File: config.mk
export PLATFORM = sky130hd
export DESIGN_NAME = lcd_read_fsm
export DESIGN_NICKNAME = d
export VERILOG_FILES = /design/src/rtl/lcd_read_fsm.sv
export SDC_FILE = /design/constraint.sdc
export NUM_CORES = 1
export LEC_CHECK = 0
export CORE_UTILIZATION = 42
export CTS_CLUSTER_SIZE = 28
export DETAILED_ROUTE_END_ITERATION = 10
export HOLD_SLACK_MARGIN = 0.03
export PLACE_DENSITY = 0.75
export SETUP_SLACK_MARGIN = 0.05
export SYNTH_ARGS = -nofsm -noshare
export SYNTH_HDL_FRONTEND = slang
export SYNTH_SLANG_ARGS = --single-unit
File: constraint.sdc
create_clock -name clk -period 6.2 [get_ports clk]
set_input_delay 1.86 -clock clk [delete_from_list [all_inputs] [get_ports clk]]
set_output_delay 1.86 -clock clk [all_outputs]
set_load 0.01 [all_outputs]
File: src/rtl/lcd_read_fsm.sv
// -----------------------------------------------------------------------------
// lcd_read_fsm
//
// Read-side sequencer for the 4-bit HD44780-style LCD bus. One accepted start
// performs a full read (busy-flag/address when rs_sel=0, data RAM when
// rs_sel=1) as two nibble cycles with RW=1. The module's data pins are sampled
// on the last E-high cycle of each nibble and the two nibbles are assembled
// into data_out. In busy-poll mode (poll=1 with rs_sel=0) the read repeats
// until the busy flag (bit 7) reads back clear.
//
// While rd_active is high the top level releases the SF_D drivers and muxes
// LCD_E/LCD_RS/LCD_RW from this block onto the pins.
//
// Optional build macro:
//   LCD_RD_TIMEOUT_EN - bound busy polling to POLL_MAX reads; when the limit
//                       is reached with BF still set, complete anyway and
//                       pulse timeout with data_valid. Undefined: polling is
//                       unbounded and timeout is tied 0 (port list unchanged).
//
// Ports:
//   clk        in   system clock
//   reset      in   asynchronous, active-high
//   start      in   read request, sampled only in IDLE
//   rs_sel     in   0 = busy flag/address read, 1 = data read (latched)
//   poll       in   busy-poll mode, effective only with rs_sel=0 (latched)
//   lcd_db_in  in   [3:0] SF_D[11:8] pin inputs
//   LCD_E      out  enable strobe
//   LCD_RS     out  register select
//   LCD_RW     out  read/write, always 1 (read)
//   rd_active  out  high whenever the sequencer is not idle
//   data_out   out  [7:0] last assembled byte, held until next completion
//   data_valid out  one-cycle completion pulse
//   busy_flag  out  bit 7 of the last completed byte
//   timeout    out  one-cycle pulse with data_valid when polling gave up
// -----------------------------------------------------------------------------
module lcd_read_fsm #(
  parameter int SETUP_CYC  = 2,
  parameter int E_HIGH_CYC = 12,
  parameter int HOLD_CYC   = 1,
  parameter int GAP_CYC    = 50,
  parameter int POLL_MAX   = 1000
) (
  input  logic       clk,
  input  logic       reset,
  input  logic       start,
  input  logic       rs_sel,
  input  logic       poll,
  input  logic [3:0] lcd_db_in,
  output logic       LCD_E,
  output logic       LCD_RS,
  output logic       LCD_RW,
  output logic       rd_active,
  output logic [7:0] data_out,
  output logic       data_valid,
  output logic       busy_flag,
  output logic       timeout
);

  // One counter width serves both the phase timer and the poll counter.
  localparam int MAX_A = (SETUP_CYC > E_HIGH_CYC) ? SETUP_CYC : E_HIGH_CYC;
  localparam int MAX_B = (HOLD_CYC > GAP_CYC) ? HOLD_CYC : GAP_CYC;
  localparam int MAX_C = (MAX_A > MAX_B) ? MAX_A : MAX_B;
  localparam int MAX_P = (MAX_C > POLL_MAX) ? MAX_C : POLL_MAX;
  localparam int CNT_W = $clog2(MAX_P + 1);

  // Encoding is sequential: each timed state advances to state + 1, with
  // RECOVER handled explicitly.
  localparam logic [3:0] IDLE    = 4'd0;
  localparam logic [3:0] SETUP_U = 4'd1;
  localparam logic [3:0] E_U     = 4'd2;
  localparam logic [3:0] HOLD_U  = 4'd3;
  localparam logic [3:0] GAP     = 4'd4;
  localparam logic [3:0] SETUP_L = 4'd5;
  localparam logic [3:0] E_L     = 4'd6;
  localparam logic [3:0] HOLD_L  = 4'd7;
  localparam logic [3:0] RECOVER = 4'd8;

  logic [3:0]       state;
  logic [CNT_W-1:0] cnt;      // cycles remaining in the current state, minus one
  logic             rs_q;
  logic             poll_q;
  logic [3:0]       nib_hi;
  logic [3:0]       nib_lo;
  logic             again;    // captured byte says "still busy, read again"

  // Timer reload value for a state: its cycle count minus one, so the state
  // exits on the edge where cnt is already zero.
  function automatic logic [CNT_W-1:0] load_for(input logic [3:0] s);
    case (s)
      SETUP_U, SETUP_L: load_for = CNT_W'(SETUP_CYC - 1);
      E_U, E_L:         load_for = CNT_W'(E_HIGH_CYC - 1);
      HOLD_U, HOLD_L:   load_for = CNT_W'(HOLD_CYC - 1);
      GAP, RECOVER:     load_for = CNT_W'(GAP_CYC - 1);
      default:          load_for = '0;
    endcase
  endfunction

  assign again = poll_q & ~rs_q & nib_hi[3];

`ifdef LCD_RD_TIMEOUT_EN
  logic [CNT_W-1:0] poll_cnt;   // repeats issued so far; reads done = poll_cnt + 1
  logic             timeout_q;
  logic             give_up;

  assign give_up = again && (poll_cnt == CNT_W'(POLL_MAX - 1));
  assign timeout = timeout_q;
`else
  assign timeout = 1'b0;
`endif

  // NOTE: every register below is updated with non-blocking assignments so all
  // state moves together on the edge; blocking here would let later lines see
  // half-updated values and break simulation/synthesis equivalence.
  always_ff @(posedge clk or posedge reset) begin
    if (reset) begin
      state      <= IDLE;
      cnt        <= '0;
      rs_q       <= 1'b0;
      poll_q     <= 1'b0;
      nib_hi     <= 4'h0;
      nib_lo     <= 4'h0;
      data_out   <= 8'h00;
      data_valid <= 1'b0;
`ifdef LCD_RD_TIMEOUT_EN
      poll_cnt   <= '0;
      timeout_q  <= 1'b0;
`endif
    end else begin
      data_valid <= 1'b0;
`ifdef LCD_RD_TIMEOUT_EN
      timeout_q  <= 1'b0;
`endif
      case (state)
        IDLE: begin
          if (start) begin
            rs_q   <= rs_sel;
            poll_q <= poll;
`ifdef LCD_RD_TIMEOUT_EN
            poll_cnt <= '0;
`endif
            state  <= SETUP_U;
            cnt    <= load_for(SETUP_U);
          end
        end

        RECOVER: begin
          if (cnt != '0) begin
            cnt <= cnt - 1'b1;
          end else begin
`ifdef LCD_RD_TIMEOUT_EN
            if (again && !give_up) begin
              poll_cnt <= poll_cnt + 1'b1;
              state    <= SETUP_U;
              cnt      <= load_for(SETUP_U);
            end else begin
              data_out   <= {nib_hi, nib_lo};
              data_valid <= 1'b1;
              timeout_q  <= give_up;
              state      <= IDLE;
            end
`else
            if (again) begin
              state <= SETUP_U;
              cnt   <= load_for(SETUP_U);
            end else begin
              data_out   <= {nib_hi, nib_lo};
              data_valid <= 1'b1;
              state      <= IDLE;
            end
`endif
          end
        end

        default: begin
          if (cnt != '0) begin
            cnt <= cnt - 1'b1;
          end else begin
            // Pins are sampled on the edge leaving the E-high phase, i.e.
            // while E is still high on the bus.
            if (state == E_U) nib_hi <= lcd_db_in;
            if (state == E_L) nib_lo <= lcd_db_in;
            state <= state + 4'd1;
            cnt   <= load_for(state + 4'd1);
          end
        end
      endcase
    end
  end

  // Moore decodes of the registered state.
  assign LCD_E     = (state == E_U) || (state == E_L);
  assign LCD_RS    = rs_q && (state inside {SETUP_U, E_U, HOLD_U, SETUP_L, E_L, HOLD_L});
  assign LCD_RW    = 1'b1;
  assign rd_active = (state != IDLE);
  assign busy_flag = data_out[7];

endmodule

### I/O nets highlighted

Bar = 20 um.
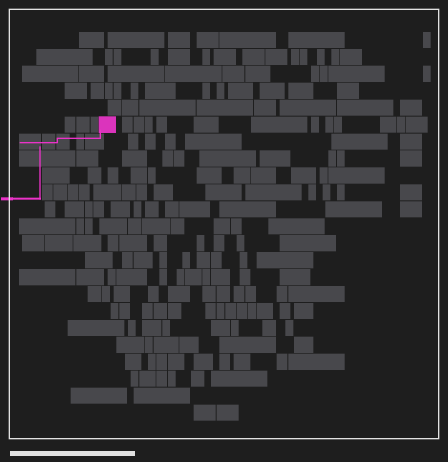
LCD_RS: marked magenta, bits 1, direction output, end cells 1, wire 27.6 um.

==> notes.md <==
The run has ended; figures from its reports follow.

The number of antenna cells inserted is 0. The worst endpoint required time came out at roughly 4.3 ns. Averaged over all synthesized cells, the footprint is a little over 9 um^2. For this design the ratio of total power to cell area is 180 mW/mm^2. The library cell used most frequently in the layout, excluding fill and tap cells, is sky130_fd_sc_hd__nand2_1.

The max-slew check reports its worst relative slack as 58.2%. The number of global-route vias before repair is about 1400. The cell depth of the worst hold path is 2.

In this run the critical register-to-register path is captured at cnt[0]. The global-route wire length before repair is about 6700 um. The fraction of synthesis flops using an asynchronous set or reset pin is 100%. After clock tree synthesis, the setup repair step added 0 buffers. The number of antenna violations at the first check in global routing came out at 0. The well tap count is about 50. The reported sequential group power came out at 0.219 mW. Per STA, the highest per-stage delay on the worst path measures about 0.55 ns.

The flow ran to the end, and the final reports show no timing, DRC or antenna violations. In the global route stage, overall resource usage came out at about a fifth. TritonRoute output was used to compute an average wire per cell of around 15 um. The number of failing hold endpoints at the final stage is 0. The group drawing the most power is sequential cells.

The logic share of the area is approximately 44%. The OpenROAD warning count is 32. The flow measured a signed area growth from synthesis to layout of 17.0%. Net switching is a little under a quarter of the power.

The area fraction in xor and xnor cells came out at less than 1%. The maximum level of the CTS H-tree came out at 2. In the power breakdown, the internal column shows roughly 0.30 mW.

The power consumed by combinational cells is about 0.014 mW. The endpoint of the worst hold path is reported as data_out[1]. The remaining antenna violation count is 0.

Traced cell by cell, the critical path runs through inv_1, ha_1, nor3b_2, inv_1, clkdlybuf4s50_1. The detailed router placed ~1500 vias in this run. Per the layout area report, the sequential fraction of cell area is between 30% and 40%.

The area share of and-or/or-and cells after synthesis came out at between 10% and 20%. The cell count in the Yosys report is around 200. The buffering stage count on the worst path with inverters included is 3. The mux share of post-synthesis cell area is ~6.6%. The worst path needs 4.38 ns of the cycle, external delays included.

The largest registers in the layout are cnt (10), data_out (8).
### Routed clock nets over the placement

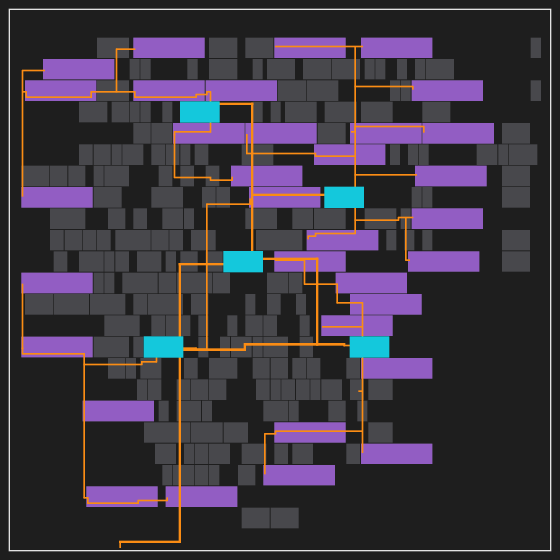
flip-flops: marked purple, count 33. clock wires: marked orange, length 464 um. cells driving clock nets: marked cyan, count 5.
There are 6 routed clock nets. Position of the flops: widely spread.
clock group total power: 0.161 mW
worst clock skew: 0.00891 ns
clock network fraction of design power: 41.0%
worst-skew pair later-pin latency: 0.29 ns

per-stage QoR:
step | setup WS (ns) | util, % | cell area [um^2]
6_report | 1.82 | 52.8 | 2190
5_1_grt | 1.66 | 52.8 | 2190
4_1_cts | 1.82 | 52.8 | 2190
3_5_place_dp | 2.16 | 50.7 | 2100
3_3_place_gp | 2.24 | 50.7 | 2100
2_1_floorplan | 2.89 | - | 1870
synth_stat cells (2+ instances only):
master | n | area share (%)
sky130_fd_sc_hd__nand4_1 | 3 | 1.0
sky130_fd_sc_hd__inv_1 | 8 | 1.6
sky130_fd_sc_hd__o31ai_1 | 2 | 0.80
sky130_fd_sc_hd__nor2_1 | 11 | 2.2
sky130_fd_sc_hd__nand3_1 | 6 | 1.6
sky130_fd_sc_hd__ha_1 | 8 | 5.4
sky130_fd_sc_hd__mux2_2 | 11 | 6.6
sky130_fd_sc_hd__buf_4 | 3 | 1.2
sky130_fd_sc_hd__a22o_1 | 2 | 0.94
sky130_fd_sc_hd__nor2b_1 | 5 | 1.7
sky130_fd_sc_hd__nor3_1 | 10 | 2.7
sky130_fd_sc_hd__o211ai_1 | 3 | 1.2
sky130_fd_sc_hd__o21ai_0 | 10 | 2.7
sky130_fd_sc_hd__buf_2 | 3 | 0.80
sky130_fd_sc_hd__nor3b_1 | 2 | 0.80
sky130_fd_sc_hd__a31oi_1 | 5 | 1.7
sky130_fd_sc_hd__dfrtp_1 | 33 | 44
sky130_fd_sc_hd__a31o_1 | 2 | 0.94
sky130_fd_sc_hd__clkbuf_1 | 2 | 0.40
sky130_fd_sc_hd__conb_1 | 2 | 0.40
sky130_fd_sc_hd__nand2_1 | 35 | 7.0
sky130_fd_sc_hd__a21oi_1 | 8 | 2.1
sky130_fd_sc_hd__nand2b_1 | 2 | 0.67
Power figures rest on the tool's default switching activity, not on a simulated workload.
